File: src/rtl/rca_use_sequencer.sv
// Sequences RCA use requests onto the grid: selects the running RCA, flushes the grid on a switch,
// and tracks in-flight uses in order so results can be written back with their id and fb flag.
module rca_use_sequencer #(
    parameter int unsigned NUM_RCAS     = 4,
    parameter int unsigned MAX_INFLIGHT = 4,
    parameter int unsigned CLEAR_CYCLES = 2,
    parameter int unsigned ID_W         = 3,
    localparam int unsigned SEL_W       = (NUM_RCAS > 1) ? $clog2(NUM_RCAS) : 1,
    localparam int unsigned CNT_W       = $clog2(MAX_INFLIGHT + 1)
) (
    input  logic             clk,
    input  logic             rst,
    input  logic             req_valid,
    output logic             req_ready,
    input  logic [SEL_W-1:0] req_rca_sel,
    input  logic [ID_W-1:0]  req_id,
    input  logic             req_fb,
    input  logic             cfg_valid,
    input  logic [SEL_W-1:0] cfg_rca_sel,
    output logic             cfg_ready,
    output logic [SEL_W-1:0] currently_running_rca,
    output logic             buf_data_valid,
    output logic             clear_fifos,
    input  logic             fifo_populated,
    output logic             wb_done,
    output logic [ID_W-1:0]  wb_id,
    output logic             wb_fb_instr,
    input  logic             wb_ack,
    output logic             wb_committing,
    output logic [CNT_W-1:0] inflight
);

    localparam int unsigned PTR_W = (MAX_INFLIGHT > 1) ? $clog2(MAX_INFLIGHT) : 1;
    localparam int unsigned CLR_W = $clog2(CLEAR_CYCLES + 1);
    localparam int unsigned TAG_W = ID_W + 1;

    localparam logic [1:0] S_RUN   = 2'd0;
    localparam logic [1:0] S_DRAIN = 2'd1;
    localparam logic [1:0] S_CLEAR = 2'd2;

    logic [1:0]       r_state;
    logic [1:0]       w_state_nxt;
    logic [CLR_W-1:0] r_clr_cnt;
    logic [SEL_W-1:0] r_rca;
    logic             r_dirty;
    logic             r_buf_valid;
    logic [CNT_W-1:0] r_count;
    logic [PTR_W-1:0] r_wr_ptr;
    logic [PTR_W-1:0] r_rd_ptr;
    logic [TAG_W-1:0] r_tags [MAX_INFLIGHT];

    logic             w_empty;
    logic             w_accept;
    logic             w_commit;
    logic             w_switch;
    logic             w_enter_clear;
    logic             w_cfg_grant;
    logic [TAG_W-1:0] w_head;

    assign w_empty  = (r_count == '0);
    assign w_head   = r_tags[r_rd_ptr];
    assign w_switch = (r_state == S_RUN) && req_valid &&
                      ((req_rca_sel != r_rca) || r_dirty);

    assign req_ready = (r_state == S_RUN) && !r_dirty && (req_rca_sel == r_rca) &&
                       (r_count < CNT_W'(MAX_INFLIGHT));
    assign w_accept  = req_valid && req_ready;

    assign wb_done       = !w_empty && fifo_populated && (r_state != S_CLEAR);
    assign wb_id         = w_empty ? '0 : w_head[TAG_W-1:1];
    assign wb_fb_instr   = !w_empty && w_head[0];
    assign wb_committing = wb_done && wb_ack;
    assign w_commit      = wb_committing;

    // Writes to the running RCA wait until nothing of its old config is left in the grid.
    assign cfg_ready   = !((cfg_rca_sel == r_rca) && (!w_empty || (r_state == S_DRAIN)));
    assign w_cfg_grant = cfg_valid && cfg_ready && (cfg_rca_sel == r_rca);

    assign currently_running_rca = r_rca;
    assign buf_data_valid        = r_buf_valid;
    assign clear_fifos           = (r_state == S_CLEAR);
    assign inflight              = r_count;

    always_ff @(posedge clk) begin
        if (rst) r_state <= S_CLEAR;
        else     r_state <= w_state_nxt;
    end

    always_comb begin
        w_state_nxt = r_state;
        case (r_state)
            S_RUN:   if (w_switch) w_state_nxt = w_empty ? S_CLEAR : S_DRAIN;
            S_DRAIN: if (w_empty) w_state_nxt = S_CLEAR;
            S_CLEAR: if (r_clr_cnt == CLR_W'(1)) w_state_nxt = S_RUN;
            default: w_state_nxt = S_CLEAR;
        endcase
    end

    assign w_enter_clear = (w_state_nxt == S_CLEAR) && (r_state != S_CLEAR);

    // Flush timer, RCA selection and stale-config tracking.
    always_ff @(posedge clk) begin
        if (rst) begin
            r_clr_cnt <= CLR_W'(CLEAR_CYCLES);
            r_rca     <= '0;
            r_dirty   <= 1'b0;
        end else begin
            if (w_enter_clear) begin
                r_clr_cnt <= CLR_W'(CLEAR_CYCLES);
                r_rca     <= req_rca_sel;
                r_dirty   <= 1'b0;
            end else if (r_state == S_CLEAR) begin
                r_clr_cnt <= r_clr_cnt - CLR_W'(1);
            end
            if (w_cfg_grant) r_dirty <= 1'b1;
        end
    end

    always_ff @(posedge clk) begin
        if (rst) begin
            r_buf_valid <= 1'b0;
            r_count     <= '0;
            r_wr_ptr    <= '0;
            r_rd_ptr    <= '0;
        end else begin
            r_buf_valid <= w_accept;
            if (w_accept && !w_commit)      r_count <= r_count + CNT_W'(1);
            else if (!w_accept && w_commit) r_count <= r_count - CNT_W'(1);
            if (w_accept)
                r_wr_ptr <= (r_wr_ptr == PTR_W'(MAX_INFLIGHT - 1)) ? '0 : r_wr_ptr + PTR_W'(1);
            if (w_commit)
                r_rd_ptr <= (r_rd_ptr == PTR_W'(MAX_INFLIGHT - 1)) ? '0 : r_rd_ptr + PTR_W'(1);
        end
    end

    always_ff @(posedge clk) begin
        if (w_accept) r_tags[r_wr_ptr] <= {req_id, req_fb};
    end

endmodule

File: config.mk
export PLATFORM = sky130hd
export DESIGN_NAME = rca_use_sequencer
export DESIGN_NICKNAME = d
export VERILOG_FILES = /design/src/rtl/rca_use_sequencer.sv
export SDC_FILE = /design/constraint.sdc
export NUM_CORES = 1
export LEC_CHECK = 0
export ABC_CLOCK_PERIOD_IN_PS = 6600
export CORE_MARGIN = 4
export CORE_UTILIZATION = 40
export DETAILED_ROUTE_END_ITERATION = 8
export PLACE_DENSITY = 0.73
export SKIP_LAST_GASP = 1
export SYNTH_ARGS = -nofsm -noshare
export SYNTH_HDL_FRONTEND = slang
export SYNTH_SLANG_ARGS = --single-unit
File: constraint.sdc
create_clock -name clk -period 6.6 [get_ports clk]
set_input_delay 1.32 -clock clk [delete_from_list [all_inputs] [get_ports clk]]
set_output_delay 1.32 -clock clk [all_outputs]
set_load 0.03 [all_outputs]
### Clock wiring as the flow saved it

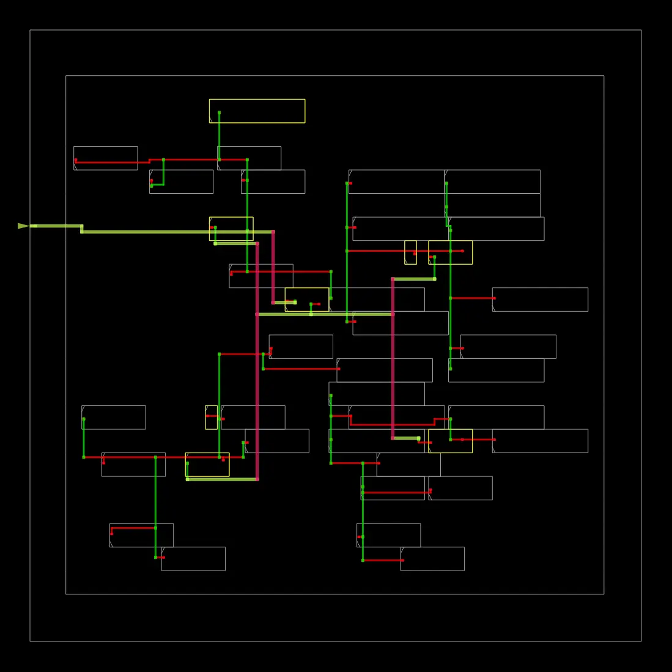
Seq Cell Count: 33
clk_lat worst skew: 0.28 ns
P_clk: 181 µW
clk sinks: 33

### A small window of the routed layout

Region (23, 23) to (48, 48) µm. Cells in grey, sequential cells in the stronger grey; small squares are vias.
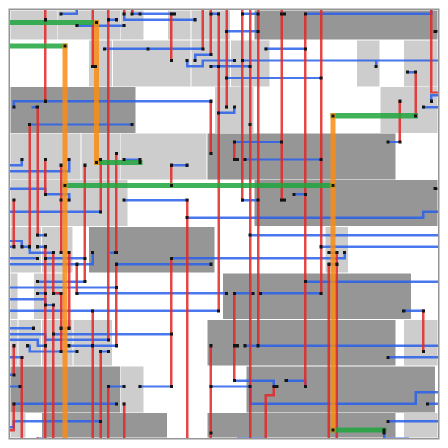
blue -> met1
red -> met2
orange -> met4
green -> met3
sequential cells in the window = 11
most frequent = edfxtp_1 (7), and2_1 (4), dfxtp_1 (4)
cells with their middle in the window = 35
netlist names of flops here include = r_tags (7), inflight (2), r_state (2)

### Cells coloured by class

(6 px per µm) Fill, decap, tap and diode cells in grey.
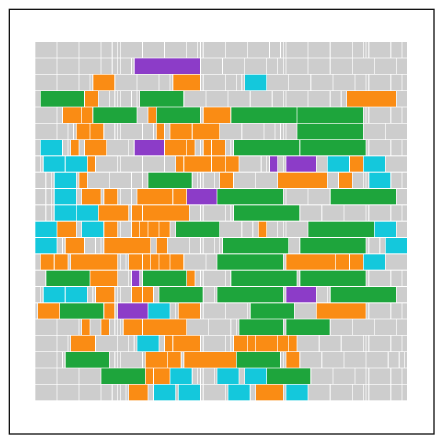
purple -> clock drivers and dummy loads  # cells 8
green -> flip-flops  # cells 33
orange -> all other logic  # cells 86
cyan -> other buffers and delay cells  # cells 28
Core ar.: 0.00372 mm²
Core Util, Final: 53.8%
Core Rows: 22

### Placement density heat map

(4 px per µm) 7 x 7 tiles, from black (low) to pale yellow (high), 0 to 100% covered.
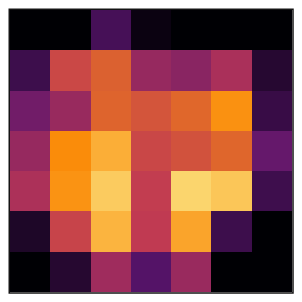
tiles over 75% full = 18%
densest ninth of the die = middle
mean over tiles = 39%
fp util: 42.1%

### Routed clock nets over the placement

(8 px per µm)
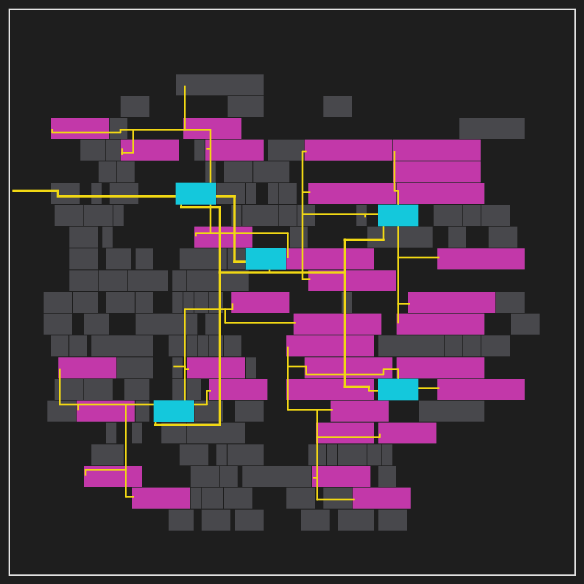
magenta -> flip-flops  # count 33
cyan -> cells driving clock nets  # count 5
yellow -> clock wires  # length 389 µm
routed clock nets = 6
clock share of power: 36.7%
Clock Skews: 0.00630 ns

==> worst max-delay path: cells and delay by family <==
family	cells	cell delay, ns
xor+xnor	1	0.23
buf+inv	2	1.16
simple gates	2	0.65
==> sequential cells by signal, indices dropped and copies added, names as in the netlist, 2 cells and up, named ones only <==
register / flops
r_wr_ptr: 2
r_clr_cnt: 2
currently_running_rca: 2
inflight: 3
r_rd_ptr: 2
r_state: 2
r_tags: 16
==> cells in the mapped netlist, types with 2 or more instances <==
library cell and number:
nor3_1 3, and2_1 8, or3_1 4, edfxtp_1 16, a21oi_1 4, xor2_1 6
nand2_1 3, ha_1 7, nor2_1 9, mux4_2 4, nor4_4 2, inv_1 8
o21ai_0 2, clkbuf_1 2, dfxtp_1 17, mux2i_1 6, nor2b_1 3, nand2b_1 5
==> worst paths after layout <==
| check | start | endpoint | slack (ns) | depth (start not counted) |
|---|---|---|---|---|
| setup / recovery | req_rca_sel[0] | req_ready | 1.91 | 5 |
| setup reg to reg | currently_running_rca[0]$_SDFFE_PP0P_ | inflight[2]$_SDFFE_PP0P_ | 3.90 | 9 |
| hold / removal | r_rd_ptr[0]$_SDFFE_PP0P_ | r_rd_ptr[0]$_SDFFE_PP0P_ | 0.50 | 2 |
| hold reg to reg | r_rd_ptr[0]$_SDFFE_PP0P_ | r_rd_ptr[0]$_SDFFE_PP0P_ | 0.50 | 2 |
==> cell families (layout without fill, tap and decap cells) <==
group                    count (synthesis)  after routing
AND/OR/NAND/NOR                         43             43
XOR/XNOR                                 7              7
multiplexers                            10             10
buffers and inverters                   11             44
AND-OR/OR-AND                           10             10
adder cells (fa/ha/maj)                  8              8
flip-flops                              33             33
==> routing by layer <==
metal,vias up,wire [µm]
met5,-,0
met2,31,1470
li1,495,-
met1,477,1170
met3,10,159
met4,0,68
==> results_dict.tcl <==
# collected from the flow reports
set metrics [dict create \
    comb_share_pct 35.1 \
    layout_top_cell "clkdlybuf4s50_1" \
    synthSimpleGateAreaFrac_pct 19.1 \
    signal_buffers 28 \
    min_period_over_period_pct 71.0 \
    status "completed" \
    combinationalPowerShare_pct 16.1 \
    cts-buffers-inserted 5 \
    dieHeight_um 70.6 \
    comb_cells 78 \
    cp_slowest_cell "clkdlybuf4s50_1" \
    synth_flops 33 \
    gp_routability_congestion 0.737 \
    final_cells 203 \
    wire_per_inst_um 14.1 \
    tightest_slew_ns 0.617 \
    diodes 0 \
    worstSetupStartpointType "input pin" \
    cp_cell_sequence "clkdlybuf4s50_1 > xor2_1 > or3_1 > nor4_1 > clkdlybuf4s50_1" \
    syn_to_final_growth_pct 27.7 \
    place_ws_ns 1.93 \
    num_vias 1013 \
    synthCells 122 \
    power-per-cell-area_mw_per_mm2 246 \
    dr.pass1.iters 4 \
    total_leakage_power_uw 0.000737 \
    nWellTaps 48 \
    cts.path.max_buffers 2 \
    setup_viol 0 \
    gr-total-overflow 0 \
    whs_ns 0.500 \
    fin_setup_tns_ns 0 \
    worstHoldPathType "register to register" \
    power.total_uw 492 \
    synth_warnings 0 \
    cp.required_ns 5.28 \
    grt_use_total_pct 12.6 \
    path_max_fanout 3 \
    clk_share_pct 5.32 \
    slowest_delay_ns 0.72 \
    stdcell_area_mm2 0.00200 \
    die-area_mm2 0.00498 \
    yosysSeqAreaShare_pct 52.4 \
    regArea_um2 821 \
    timing_hold_violations_final 0 \
    cts.htree.levels 2 \
    fmax_mhz 213 \
    inverters 8 \
    via_per_inst 4.99 \
    cts.reportedPaths.clkPinSlew_ns 0.06 \
    synthTopLogicFamily "simple AND/OR/NAND/NOR gates" \
    ys_area_mm2 0.00157 \
    met2_usage_pct 20.9 \
    power_frac_seq_pct 47.2 \
    die_w_um 70.6 \
    grt_pass1_wl_um 4850 \
]
Power is estimated from default activity; no workload was simulated.
